[config.mk]
export PLATFORM = sky130hd
export DESIGN_NAME = cpu_io_arbiter_flat
export DESIGN_NICKNAME = d
export VERILOG_FILES = /design/src/rtl/cpu_io_arbiter_if.sv /design/src/rtl/cpu_io_arbiter.sv /design/src/flat_wrapper.sv
export SDC_FILE = /design/constraint.sdc
export NUM_CORES = 1
export LEC_CHECK = 0
export CORE_ASPECT_RATIO = 1.25
export CORE_MARGIN = 2
export CORE_UTILIZATION = 45
export CTS_CLUSTER_DIAMETER = 80
export CTS_CLUSTER_SIZE = 10
export DETAILED_ROUTE_END_ITERATION = 7
export PLACE_DENSITY = 0.83
export SLEW_MARGIN = 5
export SYNTH_ARGS = -nofsm -noshare
export SYNTH_HDL_FRONTEND = slang
export SYNTH_SLANG_ARGS = --single-unit
export TNS_END_PERCENT = 20
[constraint.sdc]
create_clock -name clk -period 4.2 [get_ports clk]
set_input_delay 0.84 -clock clk [delete_from_list [all_inputs] [get_ports clk]]
set_output_delay 0.84 -clock clk [all_outputs]
set_load 0.05 [all_outputs]
[src/rtl/cpu_io_arbiter_if.sv]
// Bus bundle between the two host-side requesters, the shared cpu
// inport/outport and the tagged response channel of cpu_io_arbiter.
interface cpu_io_arbiter_if #(
    parameter int N = 8
);
    logic [1:0]     req_valid;
    logic [1:0]     req_ready;
    logic [2*N-1:0] req_x;
    logic [2*N-1:0] req_y;
    logic [N:0]     cpu_inport;
    logic [N-1:0]   cpu_outport;
    logic           rsp_valid;
    logic           rsp_ready;
    logic           rsp_id;
    logic [N-1:0]   rsp_x;
    logic [N-1:0]   rsp_y;
    logic           busy;

    // Arbiter side of the bundle.
    modport slave (
        input  req_valid, req_x, req_y, cpu_outport, rsp_ready,
        output req_ready, cpu_inport, rsp_valid, rsp_id, rsp_x, rsp_y, busy
    );

    // Requester / cpu / response-consumer side of the bundle.
    modport master (
        output req_valid, req_x, req_y, cpu_outport, rsp_ready,
        input  req_ready, cpu_inport, rsp_valid, rsp_id, rsp_x, rsp_y, busy
    );
endinterface

[src/rtl/cpu_io_arbiter.sv]
// cpu_io_arbiter: shares one cpu between two requesters. A round-robin
// grant accepts an (x, y) pair, the pair is walked through the cpu inport
// handshake with fixed hold/gap timing, the two cpu outport results are
// sampled at fixed points and returned on a tagged valid/ready channel.
module cpu_io_arbiter #(
    parameter int n      = 8,
    parameter int HOLD   = 5,
    parameter int GAP    = 5,
    parameter int SETTLE = 20
) (
    input  logic            clk,
    input  logic            reset,
    cpu_io_arbiter_if.slave bus
);

    // One down-counter serves every timed state; it is sized for the
    // longest phase and holds "remaining cycles minus one".
    localparam int MAX_HG  = (HOLD > GAP) ? HOLD : GAP;
    localparam int MAX_LEN = (MAX_HG > SETTLE) ? MAX_HG : SETTLE;
    localparam int CW      = (MAX_LEN > 1) ? $clog2(MAX_LEN) : 1;

    localparam logic [CW-1:0] HOLD_LD   = CW'(HOLD - 1);
    localparam logic [CW-1:0] GAP_LD    = CW'(GAP - 1);
    localparam logic [CW-1:0] SETTLE_LD = CW'(SETTLE - 1);
    localparam logic [CW-1:0] CNT_ZERO  = CW'(0);
    localparam logic [CW-1:0] CNT_ONE   = CW'(1);

    typedef enum logic [2:0] {
        S_IDLE   = 3'd0,
        S_X_HOLD = 3'd1,
        S_X_GAP  = 3'd2,
        S_Y_HOLD = 3'd3,
        S_Y_GAP  = 3'd4,
        S_R_HOLD = 3'd5,
        S_SETTLE = 3'd6,
        S_RESP   = 3'd7
    } state_t;

    state_t        state_q, state_d;
    logic [CW-1:0] cnt_q, cnt_d;
    logic [n-1:0]  x_q, x_d;
    logic [n-1:0]  y_q, y_d;
    logic          id_q, id_d;
    logic          last_grant_q, last_grant_d;
    logic [n-1:0]  rsp_x_q, rsp_x_d;
    logic [n-1:0]  rsp_y_q, rsp_y_d;
    logic          rsp_valid_q, rsp_valid_d;
    logic [n:0]    inport_q, inport_d;
    logic          busy_q, busy_d;

    logic          grant_s;
    logic [1:0]    req_ready_s;
    logic          last_s;
    logic [n-1:0]  gnt_x_s;
    logic [n-1:0]  gnt_y_s;

    // Round-robin pick: a lone valid wins, a tie goes to whoever did not win last.
    always_comb begin
        grant_s = 1'b0;
        case (bus.req_valid)
            2'b01:   grant_s = 1'b0;
            2'b10:   grant_s = 1'b1;
            2'b11:   grant_s = ~last_grant_q;
            default: grant_s = 1'b0;
        endcase
    end

    // Operand mux for the granted requester.
    always_comb begin
        if (grant_s) begin
            gnt_x_s = bus.req_x[2*n-1:n];
            gnt_y_s = bus.req_y[2*n-1:n];
        end else begin
            gnt_x_s = bus.req_x[n-1:0];
            gnt_y_s = bus.req_y[n-1:0];
        end
    end

    assign last_s = (cnt_q == CNT_ZERO);

    // Next-state, counter reload, operand latching and result sampling.
    always_comb begin
        state_d      = state_q;
        cnt_d        = cnt_q;
        x_d          = x_q;
        y_d          = y_q;
        id_d         = id_q;
        last_grant_d = last_grant_q;
        rsp_x_d      = rsp_x_q;
        rsp_y_d      = rsp_y_q;
        req_ready_s  = 2'b00;

        case (state_q)
            S_IDLE: begin
                if (bus.req_valid[grant_s]) begin
                    req_ready_s  = grant_s ? 2'b10 : 2'b01;
                    x_d          = gnt_x_s;
                    y_d          = gnt_y_s;
                    id_d         = grant_s;
                    last_grant_d = grant_s;
                    cnt_d        = HOLD_LD;
                    state_d      = S_X_HOLD;
                end else begin
                    state_d = S_IDLE;
                end
            end
            S_X_HOLD: begin
                if (last_s) begin
                    cnt_d   = GAP_LD;
                    state_d = S_X_GAP;
                end else begin
                    cnt_d = cnt_q - CNT_ONE;
                end
            end
            S_X_GAP: begin
                if (last_s) begin
                    cnt_d   = HOLD_LD;
                    state_d = S_Y_HOLD;
                end else begin
                    cnt_d = cnt_q - CNT_ONE;
                end
            end
            S_Y_HOLD: begin
                if (last_s) begin
                    cnt_d   = GAP_LD;
                    state_d = S_Y_GAP;
                end else begin
                    cnt_d = cnt_q - CNT_ONE;
                end
            end
            S_Y_GAP: begin
                // The cpu has had the whole gap to publish its first result.
                if (last_s) begin
                    rsp_x_d = bus.cpu_outport;
                    cnt_d   = HOLD_LD;
                    state_d = S_R_HOLD;
                end else begin
                    cnt_d = cnt_q - CNT_ONE;
                end
            end
            S_R_HOLD: begin
                // The extra ready phase prompts the cpu for its second result.
                if (last_s) begin
                    rsp_y_d = bus.cpu_outport;
                    cnt_d   = SETTLE_LD;
                    state_d = S_SETTLE;
                end else begin
                    cnt_d = cnt_q - CNT_ONE;
                end
            end
            S_SETTLE: begin
                if (last_s) begin
                    cnt_d   = CNT_ZERO;
                    state_d = S_RESP;
                end else begin
                    cnt_d = cnt_q - CNT_ONE;
                end
            end
            S_RESP: begin
                if (bus.rsp_ready) begin
                    state_d = S_IDLE;
                end else begin
                    state_d = S_RESP;
                end
            end
            default: begin
                cnt_d   = CNT_ZERO;
                state_d = S_IDLE;
            end
        endcase
    end

    // Output values for the state being entered, so the outputs can be registered.
    always_comb begin
        inport_d    = {(n+1){1'b0}};
        busy_d      = (state_d != S_IDLE);
        rsp_valid_d = (state_d == S_RESP);
        case (state_d)
            S_X_HOLD: inport_d = {1'b1, x_d};
            S_X_GAP:  inport_d = {1'b0, x_d};
            S_Y_HOLD: inport_d = {1'b1, y_d};
            S_Y_GAP:  inport_d = {1'b0, y_d};
            S_R_HOLD: inport_d = {1'b1, y_d};
            S_SETTLE: inport_d = {1'b0, y_d};
            default:  inport_d = {(n+1){1'b0}};
        endcase
    end

    // State, counter and datapath registers; reset abandons any transaction.
    always_ff @(posedge clk or posedge reset) begin
        if (reset) begin
            state_q      <= S_IDLE;
            cnt_q        <= CNT_ZERO;
            x_q          <= {n{1'b0}};
            y_q          <= {n{1'b0}};
            id_q         <= 1'b0;
            last_grant_q <= 1'b1;
            rsp_x_q      <= {n{1'b0}};
            rsp_y_q      <= {n{1'b0}};
        end else begin
            state_q      <= state_d;
            cnt_q        <= cnt_d;
            x_q          <= x_d;
            y_q          <= y_d;
            id_q         <= id_d;
            last_grant_q <= last_grant_d;
            rsp_x_q      <= rsp_x_d;
            rsp_y_q      <= rsp_y_d;
        end
    end

    // Registered outputs; the async clear drops the inport handshake at once.
    always_ff @(posedge clk or posedge reset) begin
        if (reset) begin
            inport_q    <= {(n+1){1'b0}};
            busy_q      <= 1'b0;
            rsp_valid_q <= 1'b0;
        end else begin
            inport_q    <= inport_d;
            busy_q      <= busy_d;
            rsp_valid_q <= rsp_valid_d;
        end
    end

    assign bus.req_ready  = req_ready_s;
    assign bus.cpu_inport = inport_q;
    assign bus.busy       = busy_q;
    assign bus.rsp_valid  = rsp_valid_q;
    assign bus.rsp_id     = id_q;
    assign bus.rsp_x      = rsp_x_q;
    assign bus.rsp_y      = rsp_y_q;

endmodule

[src/flat_wrapper.sv]
// flat-port wrapper written by rule: the top's interface ports become plain ports
module cpu_io_arbiter_flat 
#(
    parameter int n      = 8,
    parameter int HOLD   = 5,
    parameter int GAP    = 5,
    parameter int SETTLE = 20
)
  (clk, reset, bus_req_valid, bus_req_x, bus_req_y, bus_cpu_outport, bus_rsp_ready, bus_req_ready, bus_cpu_inport, bus_rsp_valid, bus_rsp_id, bus_rsp_x, bus_rsp_y, bus_busy);
  cpu_io_arbiter_if bus_i ();
  input  logic clk;
  input  logic reset;
  input wire logic [$bits(bus_i.req_valid)-1:0] bus_req_valid;
  input wire logic [$bits(bus_i.req_x)-1:0] bus_req_x;
  input wire logic [$bits(bus_i.req_y)-1:0] bus_req_y;
  input wire logic [$bits(bus_i.cpu_outport)-1:0] bus_cpu_outport;
  input wire logic [$bits(bus_i.rsp_ready)-1:0] bus_rsp_ready;
  output wire logic [$bits(bus_i.req_ready)-1:0] bus_req_ready;
  output wire logic [$bits(bus_i.cpu_inport)-1:0] bus_cpu_inport;
  output wire logic [$bits(bus_i.rsp_valid)-1:0] bus_rsp_valid;
  output wire logic [$bits(bus_i.rsp_id)-1:0] bus_rsp_id;
  output wire logic [$bits(bus_i.rsp_x)-1:0] bus_rsp_x;
  output wire logic [$bits(bus_i.rsp_y)-1:0] bus_rsp_y;
  output wire logic [$bits(bus_i.busy)-1:0] bus_busy;
  assign bus_i.req_valid = bus_req_valid;
  assign bus_i.req_x = bus_req_x;
  assign bus_i.req_y = bus_req_y;
  assign bus_i.cpu_outport = bus_cpu_outport;
  assign bus_i.rsp_ready = bus_rsp_ready;
  assign bus_req_ready = bus_i.req_ready;
  assign bus_cpu_inport = bus_i.cpu_inport;
  assign bus_rsp_valid = bus_i.rsp_valid;
  assign bus_rsp_id = bus_i.rsp_id;
  assign bus_rsp_x = bus_i.rsp_x;
  assign bus_rsp_y = bus_i.rsp_y;
  assign bus_busy = bus_i.busy;
  cpu_io_arbiter #(.n(n), .HOLD(HOLD), .GAP(GAP), .SETTLE(SETTLE)) u_core (.clk(clk), .reset(reset), .bus(bus_i));
endmodule
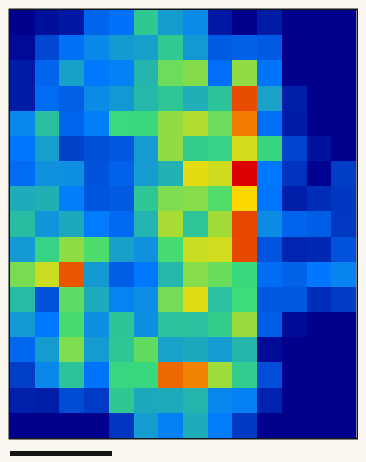
*Wire density map, run 1*
Scale bar: 20 µm. 14 x 17 tiles, from dark blue (low) to red (high), scaled to the fullest tile. Values are wire area over tile area, all layers added.
tiles over half the peak: 18%
densest ninth of the die: middle
nearly empty tiles: 15%
fullest tile: 0.49
routed len/inst: 16.15 µm
final wirelength: 5296 µm
DR vias: 1844

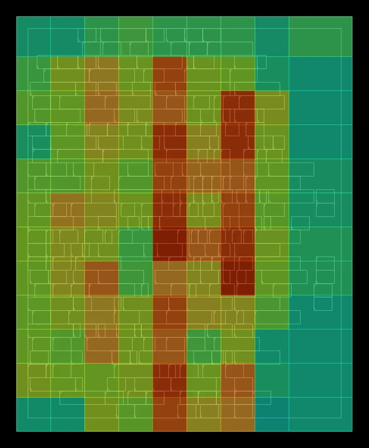
*Routing congestion map, run 1*
M1 GR Usage: 24.82%
post-layout util: 63.87%
All-Layer GR Usage: 20.06%
GR peak layer: met2
global-route met3 utilization: 4.588%

==> results.yml, run 1 <==
# flow metrics
run_status:
  status: "finished, final reports clean"
synthesis:
  ff_type: "dfrtp_1"
  async_reset_ff_share_pct: 100.0
  avgSynthCellArea_um2: 11.94
  syn_area_um2: 2305
  ys_seq_elements: 53
  edf_count: 0
  synth_seq_share_pct: 57.60
grt:
  antenna_found_initial: 0
  grt_pass1_wl_um: 8680
detailed_routing:
  firstDrtPassIters: 5
  drt_iter0_markers: 186
clocking:
  htreeDepth: 2
  cts_num_sinks: 53
  numCtsBuffers: 5
final_timing:
  final.period_utilization_pct: 77.48
  fin_crit_ps: 3254
  slew_headroom_pct: 29.50
final_layout:
  stdcell_count: 328
  fin_nets: 312
critical_path:
  max_stage_delay_ps: 820
  crit_chain: "clkdlybuf4s50_1 -> nand2b_1 -> and3_1 -> clkdlybuf4s50_1"
hold_path:
  worstHoldPathType: "reg -> reg"
floorplanning:
  fp-utilization_pct: 46.03
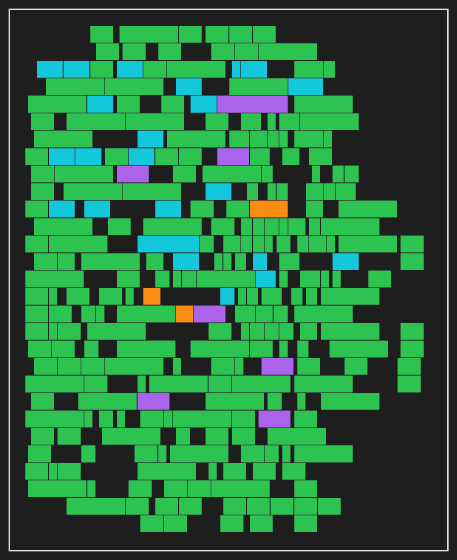
*Cells by drive strength, run 1*
legend:
  orange:
    size: _3 and _4 cells
    cells: 3
    most_used: buf_4
  green:
    size: _0 and _1 cells
    cells: 233
    most_used: clkdlybuf4s50_1
  cyan:
    size: _2 cells
    cells: 23
    most_used: mux2_2
  purple:
    size: _6 and larger
    cells: 7
    most_used: clkbuf_8
final worst-path setup slack: 945.9 ps
synth-to-layout area growth: 38.76%
nonclk buf count: 76
final instance area: 3198 µm²

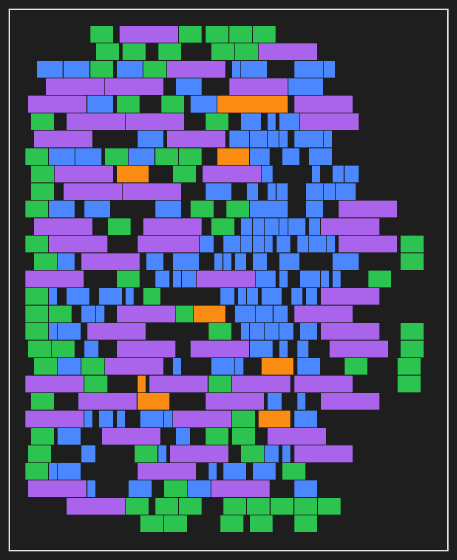
*Placed cells, one color a class, run 1*
legend:
  purple:
    class: flops
    cells: 53
    share_of_their_area: 43%
  orange:
    class: clock drivers and dummy loads
    cells: 8
    share_of_their_area: 3.7%
  blue:
    class: combinational and other logic
    cells: 129
    share_of_their_area: 30%
  green:
    class: other buffers and delay cells
    cells: 76
    share_of_their_area: 24%
Std-Cell Rows: 29
Core ar.: 5007 µm²
fraction of area in registers: 41.51%

==> run 1: cells by family (layout without fill, tap and decap cells) <==
kind of cell               after synthesis  after routing  share of synthesized area, %
xor gates and xnor gates                 2              2                        0.7602
AOI/OAI and AO/OA                       54             54                         18.02
DFF                                     53             53                         57.60
and+or+nand+nor                         34             34                         8.523
muxes                                   17             17                         8.306
adders and majority gates                2              2                         1.086
buffers and inverters                   31            104                         5.700
==> run 1: Yosys cell counts, types with 2 or more instances <==
cell	n
nand2_1	8
buf_2	6
nor3_1	2
dfrtp_1	52
nand3_1	5
or2_2	2
o22ai_1	9
a21oi_1	4
inv_1	20
ha_1	2
o211ai_1	2
nor3b_1	2
or3_1	2
a21o_1	3
nand2b_1	2
clkbuf_1	3
mux2_2	17
nor2_1	5
a222oi_1	16
and3_1	2
o21ai_0	6
==> run 1: worst max-delay path: cells and delay by family <==
kind | cells | cell delay [ps]
buf+inv | 2 | 1280
simple gates | 2 | 300
==> run 1: power breakdown <==
part           internal, µW  switching, µW  leakage, µW
combinational           387            592     0.000728
sequential              691            122     0.000647
clock                   194            160    0.0000585
==> run 1: cells in the final DEF (no fill, tap or decap), types with 3 or more instances in the layout <==
cell type / count
clkdlybuf4s50_1: 74
a21o_1: 3
inv_1: 19
nand3_1: 5
a222oi_1: 16
clkbuf_8: 6
mux2_2: 17
a21oi_1: 4
nor2_1: 5
dfrtp_1: 52
nand2_1: 8
o22ai_1: 9
o21ai_0: 6
==> run 1: stage by stage <==
stage	area, µm²	utilization [%]
detailed placement	3082	61.54
CTS	3198	63.87
global placement	3082	61.54
global route	3198	63.87
finish	3198	63.87
floorplan	2305	-
==> run 1: worst paths after layout <==
| check | depth (start not counted) | startpoint | to |
|---|---|---|---|
| max | 4 | bus_req_valid[1] | bus_req_ready[0] |
| min | 1 | u_core.bus.rsp_id | u_core.bus.rsp_id |
| max reg2reg | 6 | u_core.cnt_q[0] | u_core.bus.cpu_inport[0] |
| min reg2reg | 1 | u_core.bus.rsp_id | u_core.bus.rsp_id |
| max in group asynchronous | 2 | reset | u_core.bus.rsp_id |
| min in group asynchronous | 2 | reset | u_core.bus.rsp_y[5] |
==> run 1: flip-flops by register name, summed over array words and instances (netlist names) <==
| register | cells |
|---|---|
| u_core.bus.rsp_valid | 1 |
| u_core.cnt_q | 5 |
| u_core.bus.rsp_id | 1 |
| u_core.bus.cpu_inport | 9 |
| u_core.state_q | 3 |
| u_core.x_q | 8 |
| u_core.bus.rsp_y | 8 |
| u_core.last_grant_q | 1 |
| u_core.bus.busy | 1 |
| u_core.y_q | 8 |
| u_core.bus.rsp_x | 8 |
==> run 1: routing by layer <==
layer	track usage (%)	vias up	share of wire, %
met5	0	-	0
met4	7.636	0	1.9
met3	4.588	7	5.5
met2	33.27	54	53
met1	24.82	917	39
li1	-	866	-
==> run 1: cell type report <==
class / instances / area (µm²) / area share [%]
clock buffer: 7 / 86.33 / 2.700
sequential: 53 / 1328 / 41.51
inverter: 20 / 75.07 / 2.347
clock inverter: 1 / 30.03 / 0.9390
tap: 62 / 77.57 / 2.426
timing repair buffer: 76 / 755.7 / 23.63
multi-input combinational: 109 / 845.8 / 26.45
==> run 2: changes to the inputs <==
- clock period: 4.2 -> 3.35 ns (I/O delays scaled with it)
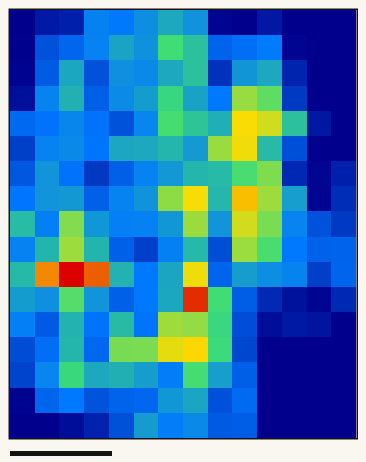
*Wire density map, run 2*
Scale bar: 20 µm. 14 x 17 tiles, from dark blue (low) to red (high), scaled to the fullest tile. Values are wire area over tile area, all layers added.
emptiest ninth of the die: bottom right
nearly empty tiles: 17%
mean over tiles: 0.15
tiles over half the peak: 15%
fullest tile: 0.55
final wirelength: 5332 µm
routed len/inst: 16.11 µm

==> run 2 against run 1 <==
Net effect: die size stayed put; critical path depth is 1 lower; combinational power is 26% higher; register-to-register slack worse by 670 ps; wire length is 0.68% higher; count of clock-buffer cells in the layout stayed put; non-clock buffer count is 3 higher; area after synthesis stayed put; final cell count is 0.91% higher; total power is 21% higher; utilization is 0.20 points higher.
==> results.yml, run 2 <==
# flow metrics
run_status:
  status: "finished, final reports clean"
synthesis:
  yosys-top-cells-count: "dfrtp_1 (52), inv_1 (20), mux2_2 (17), a222oi_1 (16), o22ai_1 (9)"
  aoi_share_pct: 18.02
  topCombFamilyByArea: "AND-OR/OR-AND gates"
  syn_area_um2: 2305
  async_reset_ff_share_pct: 100.0
  avgSynthCellArea_um2: 11.94
  xor_area_share_pct: 0.7600
  ys_seq_elements: 53
  synth_seq_share_pct: 57.60
  edf_count: 0
floorplanning:
  fp-utilization_pct: 46.03
  core_area_um2: 5007
  rows: 29
grt:
  grtUsageTotal_pct: 20.39
hold_path:
  worstHoldPathType: "reg -> reg"
clocking:
  cts_num_sinks: 53
  numCtsBuffers: 5
  htreeDepth: 2
final_layout:
  fin_nets: 315
  lay_top_cells: "clkdlybuf4s50_1 (72), dfrtp_1 (52), inv_1 (19)"
  stdcell_count: 331
  syn_to_final_growth_pct: 39.20
  layout.cells.most_common: "clkdlybuf4s50_1"
critical_path:
  max_stage_delay_ps: 570
  crit_chain: "nor3_1 -> and3_1 -> buf_12"
power_and_ir_drop:
  internal-power_uw: 1509
  seqPwrFrac_pct: 39.3
  p_clk_share_pct: 13.3
  p_sw_uw: 1099
  sw_frac_of_total_pct: 42.13
final_timing:
  fin_crit_ps: 2426
detailed_routing:
  firstDrtPassIters: 6
  drt_iter0_markers: 191
-- run 2: cell counts after synthesis --
No cell type changed its count.
-- run 2: critical path, delay by kind of cell, from the launching register on --
family,cells,cell delay [ps]
buffers and inverters,1,160
DFF,1,570
and+or+nand+nor,2,720
-- run 2: power by group through the flow --
stage | combinational [µW] | clock (µW) | sequential (µW)
3_5_place_dp | 1230 | 0 | 1030
3_3_place_gp | 1210 | 0 | 1030
6_report | 1230 | 348 | 1030
4_1_cts | 1240 | 358 | 1020
5_1_grt | 1330 | 387 | 1050
2_1_floorplan | 595 | 0 | 1280
-- run 2: kinds of logic after synthesis --
family / after synthesis
AND-OR/OR-AND: 54
buffers and inverters: 31
multiplexers: 17
AND/OR/NAND/NOR: 34
flip-flops: 53
XOR/XNOR: 2
adder cells (fa/ha/maj): 2
-- run 2: through the flow --
stage               instance area, µm²  setup slack (ps)  utilization (%)  hold WS, ps
detailed placement                3124             851.3            62.39        466.3
finish                            3208             923.9            64.07        486.1
CTS                               3208             910.1            64.07        490.1
global placement                  3124             961.3            62.39        463.3
global route                      3208             813.1            64.07        502.4
floorplan                         2305              1235                -        448.8
-- run 2: path summary, 6_finish.rpt --
check                                       start                        to  slack (ps)  depth (start not counted)
worst max-delay path            u_core.state_q[0]          bus_req_ready[1]         920                          3
worst min-delay path                u_core.y_q[3]             u_core.y_q[3]         490                          2
worst max register to register    u_core.cnt_q[0]       u_core.bus.rsp_y[4]         970                          5
worst min register to register      u_core.y_q[3]             u_core.y_q[3]         490                          2
max in group asynchronous                   reset  u_core.bus.cpu_inport[4]        2070                          3
min in group asynchronous                   reset       u_core.bus.rsp_y[5]         650                          2
-- run 2: layer usage --
metal | vias to the layer above | routed length, µm | track usage, % | part of all wire [%]
met2 | 64 | 2743 | 33.19 | 51
met5 | - | 0 | 0 | 0
met4 | 0 | 91 | 6.909 | 1.7
li1 | 868 | - | - | -
met1 | 924 | 2158 | 26.21 | 40
met3 | 7 | 338 | 4.723 | 6.3
-- run 2: layout make-up --
class / count / area (µm²) / share of cell area (%)
Clock buffer: 7 / 76.32 / 2.379
Clock inverter: 1 / 7.507 / 0.2340
Inverter: 20 / 75.07 / 2.340
Multi-Input combinational cell: 109 / 845.8 / 26.37
Sequential cell: 53 / 1328 / 41.38
Tap cell: 62 / 77.57 / 2.418
Timing Repair Buffer: 79 / 798.3 / 24.88
==> run 3: changes to the inputs <==
- CORE_UTILIZATION: 45 -> 41
- PLACE_DENSITY: 0.83 -> 0.8
- clock period: 3.35 -> 2 ns (I/O delays scaled with it)
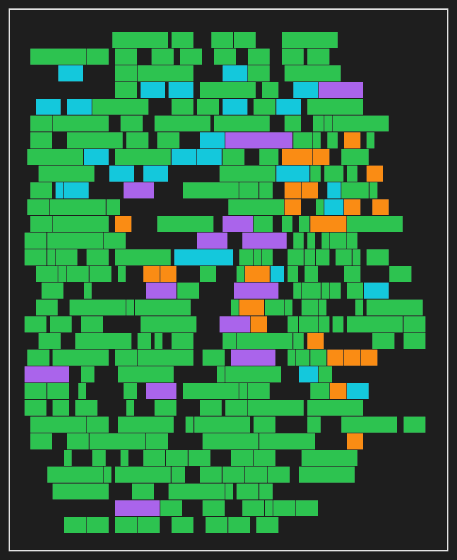
*Cells by drive strength, run 3*
legend:
  purple:
    size: _6 and larger
    cells: 13
  orange:
    size: _3 and _4 cells
    cells: 22
    most_used: buf_4
  green:
    size: _0 and _1 cells
    cells: 226
    most_used: clkdlybuf4s50_1
  cyan:
    size: _2 cells
    cells: 25
    most_used: mux2_2
final worst-path setup slack: 54.32 ps
nonclk buf count: 96
final instance area: 3443 µm²

==> run 3 against run 2 <==
Net effect: area after synthesis unchanged; combinational power increased by 96%; sequential share of layout area down 2.8 points; first-iteration DRC count grew 1.6%; total power increased by 84%; final cell count grew 5.7%; non-clock buffer count grew 17; register-to-register slack got worse by 920 ps; clock skew about the same.
==> results.yml, run 3 <==
# flow metrics
synthesis:
  yosys-top-cells-count: "dfrtp_1 (52), inv_1 (20), mux2_2 (17), a222oi_1 (16), o22ai_1 (9)"
  syn_area_um2: 2305
  avgSynthCellArea_um2: 11.94
  edf_count: 0
  synth_seq_share_pct: 57.60
  async_reset_ff_share_pct: 100.0
  topCombFamilyByArea: "AND-OR/OR-AND gates"
  xor_area_share_pct: 0.7600
  aoi_share_pct: 18.02
  ys_seq_elements: 53
final_layout:
  fin_nets: 332
  lay_top_cells: "clkdlybuf4s50_1 (72), dfrtp_1 (52), inv_1 (19)"
  syn_to_final_growth_pct: 49.40
  layout.cells.most_common: "clkdlybuf4s50_1"
detailed_routing:
  drt_iter0_markers: 194
  routed_wl_um: 5799
  firstDrtPassIters: 5
critical_path:
  rr_worst_depth: 6
  cp_num_buf_inv: 2
  critical-path-top-delay-family: "simple AND/OR/NAND/NOR gates"
  max_stage_delay_ps: 520
  timing.rr.start: "u_core.cnt_q[1]"
  r2r_slack_ps: 50
  crit_chain: "inv_1 -> ha_1 -> or4b_4 -> nor3_4 -> buf_12 -> mux2_2"
  worst_r2r_endpoint: "u_core.bus.rsp_y[7]"
clocking:
  cts_num_sinks: 53
  numCtsBuffers: 5
  cts_buffer_depth: 2
  htreeDepth: 2
final_timing:
  fin_crit_ps: 1946
  fmax_ghz: 0.5140
  hold_slack_ps: 288.3
  maxSlewViolCount: 0
run_status:
  status: "finished, final reports clean"
hold_path:
  worstHoldPathType: "in -> async"
power_and_ir_drop:
  leakage_uw: 0.001552
  p_sw_uw: 1915
  seqPwrFrac_pct: 34.3
grt:
  grt_pass1_vias: 1991
floorplanning:
  core_area_um2: 5443
  fp-utilization_pct: 42.34
  rows: 30
placement:
  place_area_um2: 3304
run 3: worst register-to-register path: stages, from the launching register on:
cell	delay, ps
dfrtp_1	390
inv_1	80
ha_1	160
or4b_4	520
nor3_4	190
buf_12	160
mux2_2	340
run 3: how the worst max path moves through the flow:
stage / from / to / depth (start not counted)
2_1_floorplan: u_core.cnt_q[0] / u_core.bus.rsp_y[0] / 6
3_5_place_dp: bus_req_valid[1] / u_core.bus.cpu_inport[2] / 6
4_1_cts: u_core.state_q[1] / bus_req_ready[0] / 5
6_report: u_core.cnt_q[1] / u_core.bus.rsp_y[7] / 6
3_3_place_gp: bus_req_valid[1] / u_core.y_q[6] / 7
5_1_grt: u_core.cnt_q[1] / u_core.bus.rsp_y[2] / 6
run 3: cell type report:
cell class,instances,area share (%)
inverter,20,2.180
multi-input combinational,109,25.22
tap,64,2.326
clock inverter,1,0.8721
timing repair buffer,96,28.34
clock buffer,7,2.507
sequential,53,38.55
run 3: what timing repair did:
item	in CTS	in global routing
pin swaps	0	0
resized	1	4
endpoints found under the hold margin	0	0
hold buffers	0	0
setup endpoints to repair	8	8
run 3: metal layers:
layer | GRT usage [%] | share of wire, % | vias to the layer above
met5 | 0 | 0 | -
met1 | 23.05 | 39 | 980
met3 | 3.567 | 5.8 | 10
met2 | 33.73 | 53 | 78
li1 | - | - | 907
met4 | 6.861 | 1.6 | 0
run 3: power groups by stage:
stage / Sequential (µW) / Clock (µW) / Combinational, µW
2_1_floorplan: 2150 / 0 / 996
3_3_place_gp: 1640 / 0 / 2330
3_5_place_dp: 1650 / 0 / 2390
4_1_cts: 1640 / 764 / 2400
5_1_grt: 1680 / 809 / 2600
6_report: 1640 / 740 / 2410
run 3: logic make-up after synthesis:
kind of cell | Yosys count
compound gates | 54
flops | 53
xor+xnor | 2
mux | 17
simple gates | 34
buf+inv | 31
fa+ha+maj | 2
run 3: through the flow:
stage	utilization [%]	setup slack [ps]
2_1_floorplan	-	9.023
3_3_place_gp	60.71	-39.60
3_5_place_dp	60.71	-107.4
4_1_cts	62.92	20.77
5_1_grt	63.26	-14.28
6_report	63.26	54.32
Power and IR drop assume default switching activity.
